==> config.mk <==
export PLATFORM = sky130hd
export DESIGN_NAME = gray_stream_arbiter
export DESIGN_NICKNAME = d
export VERILOG_FILES = /design/src/rtl/gray_pkg.sv /design/src/rtl/gray_core.sv /design/src/rtl/gray_stream_arbiter.sv
export SDC_FILE = /design/constraint.sdc
export NUM_CORES = 1
export LEC_CHECK = 0
export ABC_AREA = 1
export CAP_MARGIN = 10
export CORE_ASPECT_RATIO = 1.1
export CORE_MARGIN = 2
export CORE_UTILIZATION = 30
export CTS_CLUSTER_DIAMETER = 60
export DETAILED_ROUTE_END_ITERATION = 10
export SETUP_SLACK_MARGIN = 0.15
export SYNTH_ARGS = -nofsm -noshare
export SYNTH_HDL_FRONTEND = slang
export SYNTH_HIERARCHICAL = 1
export SYNTH_SLANG_ARGS = --single-unit
==> constraint.sdc <==
create_clock -name iCLK -period 9 [get_ports iCLK]
set_input_delay 2.25 -clock iCLK [delete_from_list [all_inputs] [get_ports iCLK]]
set_output_delay 2.25 -clock iCLK [all_outputs]
set_load 0.005 [all_outputs]
Figure 1. Cell outlines without signal wires (run 1).
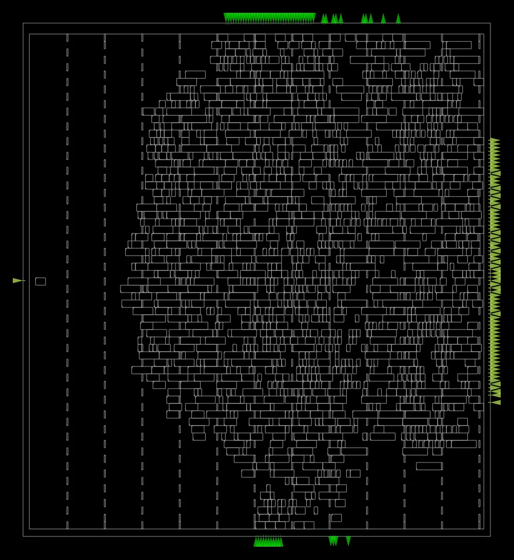
tap cells: 414
Flops: 65
final core occ: 41.02%
sequential share of cell area: 13.01%
Post-Layout Cell Count: 1859

Figure 2. PDN straps and rails (run 1).
Bar = 50 um. Pins as bars on the die edge. Tap cells in grey.
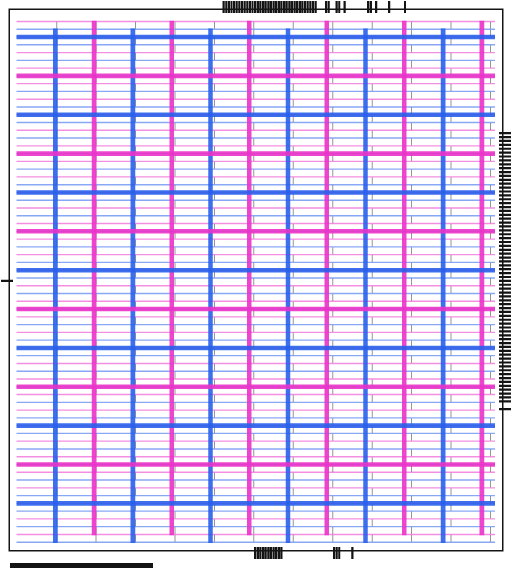
[magenta] VDD
[blue] VSS
rows: 67
met4 straps: 12
Core ar.: 0.03051 sq mm
Die Height: 189.0 um

Figure 3. Routed metal per tile (run 1).
The die is cut into 34 by 38 equal tiles; dark blue is low, red is high, scaled to the fullest tile. Values are wire area over tile area, all layers added.
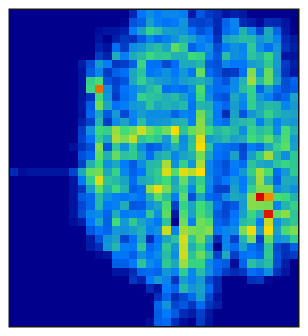
emptiest ninth of the die: south-west
tiles over half the peak: 7.7%
nearly empty tiles: 34%
fullest tile: 0.65
mean over tiles: 0.14
Post-Route WL: 28.11 mm
vias: 8392
WL/cell: 15.12 um
total track usage: 17.64%

==> results.toml, run 1 <==
# implementation run metrics
[cts]
cts_root_buffer = "clkbuf_16"
cts_resized = 53
clock.latency.late_pin_ps = 330
cts_setup_buffers = 2

[outcome]
outcome = "completed"

[synth]
syn_inst = 1240
ys_seq_share_pct = 17.44
synth_cell_types = 39
ys_sh_simple_pct = 25.62
topCellsByArea = "fa_1 (20%), ha_1 (20%), nand2_1 (19%)"
ys_ff = 65
async_flop_share_pct = 100.0
common_cells = "nand2_1 (462), inv_1 (233), ha_1 (147)"
ff_type = "dfrtp_1"
syn_area_per_cell_sq_um = 7.525

[routing]
vias_per_cell = 4.514
drtIter0Drc = 493

[timing]
tightest_slew_ps = 883.9

[global_routing]
grt_pass1_wl_mm = 44.97
globalRouteMet3Util_pct = 1.714
grt_max_degree = 35
grt_pass1_vias = 8499
antenna_found_initial = 0
grt-busiest-layer = "met2"

[placement]
post_dp_cell_area_sq_mm = 0.01157

[final_layout]
layout-drive-gt1-share_pct = 14.88
bufAreaShareNonClock_pct = 15.81

[floorplan]
fp-row-count = 67

[worst_setup_path]
r2r_slack_ps = 2060
endpoint_kind = "register"
arrival_ps = 8850
==> run 1 -> run 2 <==
==> constraint.sdc (replaced) <==
create_clock -name iCLK -period 9 [get_ports iCLK]
set_input_delay 0.9 -clock iCLK [delete_from_list [all_inputs] [get_ports iCLK]]
set_output_delay 0.9 -clock iCLK [all_outputs]
set_load 0.005 [all_outputs]
Figure 4. Routed metal per tile (run 2).
The die is cut into 34 by 38 equal tiles; dark blue is low, red is high, scaled to the fullest tile. Values are wire area over tile area, all layers added.
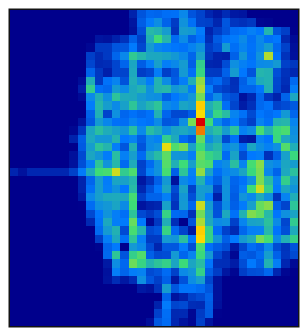
tiles over half the peak: 4.2%
emptiest ninth of the die: south-west
mean over tiles: 0.13
fullest tile: 0.76
total track usage: 16.75%
vias: 7995
Post-Route WL: 26.55 mm
WL/cell: 14.86 um

==> run 2 against run 1 <==
Worst hold slack improved by 2.8 ps. Critical path depth rose by 4. Die size did not move. Synthesized cell count did not move. Clock skew barely moved. Register-to-register slack got worse by 700 ps. First-iteration DRC count fell by 12%. Via count fell by 4.7%. Critical path type unchanged. Critical endpoint is now oRed[9]. Highest routed layer unchanged.
==> results.toml, run 2 <==
# implementation run metrics
[outcome]
outcome = "completed"

[floorplan]
die_y_um = 189.0
core_area_sq_mm = 0.03051
fp-row-count = 67
n_tap_cell = 414

[synth]
ys_ff = 65
syn_inst = 1240
ys_seq_share_pct = 17.44
ys_sh_simple_pct = 25.62
async_flop_share_pct = 100.0
synth_cell_types = 39
ys_sh_xor_pct = 2.346
syn_area_per_cell_sq_um = 7.525
ff_type = "dfrtp_1"
common_cells = "nand2_1 (462), inv_1 (233), ha_1 (147)"
topCellsByArea = "fa_1 (20%), ha_1 (20%), nand2_1 (19%)"

[final_layout]
clkCellAreaFrac_pct = 3.010
utilization_pct = 37.46
diodes = 1
bufAreaShareNonClock_pct = 11.89
sh_seq_area_pct = 14.24
layout-drive-gt1-share_pct = 4.082
seq_cell_count = 65
final_cell_count_no_fill = 1787

[timing]
max-slew-margin-rel_pct = 35.27
tightest_slew_ps = 968.6

[routing]
drtIter0Drc = 433
vias_per_cell = 4.474

[global_routing]
grt-busiest-layer = "met2"
globalRouteMet3Util_pct = 2.278
grt_pass1_vias = 8240
grt_pass1_wl_mm = 42.74
grt_max_degree = 68
antenna_found_initial = 1

[run]
warnings = 27

[cts]
cts_setup_buffers = 0
cts_resized = 0
clock.latency.late_pin_ps = 330

[placement]
post_dp_cell_area_sq_mm = 0.01108

[worst_setup_path]
r2r_slack_ps = 1360
cp.depth = 37
arrival_ps = 8380
endpoint_kind = "register"
==> run 2 -> run 3 <==
--- a/config.mk
+++ b/config.mk
@@ -10,6 +10,7 @@
 export CORE_ASPECT_RATIO = 1.1
 export CORE_MARGIN = 2
 export CORE_UTILIZATION = 30
+export CTS_BUF_LIST = sky130_fd_sc_hd__clkbuf_4
 export CTS_CLUSTER_DIAMETER = 60
 export DETAILED_ROUTE_END_ITERATION = 10
 export SETUP_SLACK_MARGIN = 0.15
Figure 5. Cells coloured by class (run 3).
Fill, decap, tap and diode cells in grey.
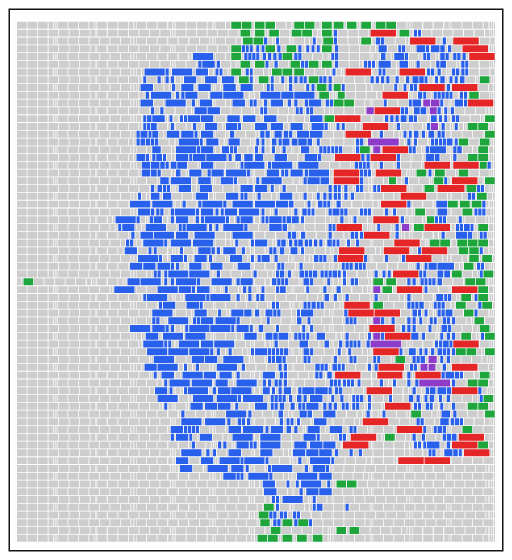
[purple] clock drivers and dummy loads | cells: 16 | share of their area: 1.8%
[blue] combinational and other logic | cells: 1154 | share of their area: 70%
[green] remaining buffers and delay cells | cells: 137 | share of their area: 13%
[red] sequential cells | cells: 65 | share of their area: 15%
sequential share of cell area: 14.43%
final core occ: 36.96%
fin area: 0.01128 sq mm
# rows: 67

==> run 3 against run 2 <==
Die size stayed put. Synthesized cell count unchanged. Critical path depth unchanged. Sequential share of layout area up 0.19 points. Critical endpoint unchanged. Setup slack gained 100 ps. Sequential cell count did not move. Via count fell by 0.24%. First-iteration DRC count rose by 8.8%. Non-clock buffer count unchanged. Count of clock-buffer cells in the layout unchanged.
==> results.toml, run 3 <==
# implementation run metrics
[outcome]
outcome = "completed"

[routing]
wire_per_inst_um = 14.84
num_vias = 7976
drtIter0Drc = 471

[synth]
topCellsByArea = "fa_1 (20%), ha_1 (20%), nand2_1 (19%)"
async_flop_share_pct = 100.0
ys_sh_simple_pct = 25.62
synth_cell_types = 39
ys_sh_xor_pct = 2.346
syn_area_per_cell_sq_um = 7.525
syn_inst = 1240
common_cells = "nand2_1 (462), inv_1 (233), ha_1 (147)"
ff_type = "dfrtp_1"
ys_seq_share_pct = 17.44

[final_layout]
clkCellAreaFrac_pct = 1.686
bufAreaShareNonClock_pct = 12.05
diodes = 2
seq_cell_count = 65

[global_routing]
globalRouteMet3Util_pct = 2.258
grt_pass1_vias = 8201
grt_max_degree = 68
grt-busiest-layer = "met2"

[floorplan]
die_y_um = 189.0
core_area_sq_mm = 0.03051
n_tap_cell = 414

[placement]
post_dp_cell_area_sq_mm = 0.01108

[worst_setup_path]
cp.depth = 37

[timing]
max-slew-margin-rel_pct = 37.33

[cts]
cts_resized = 0
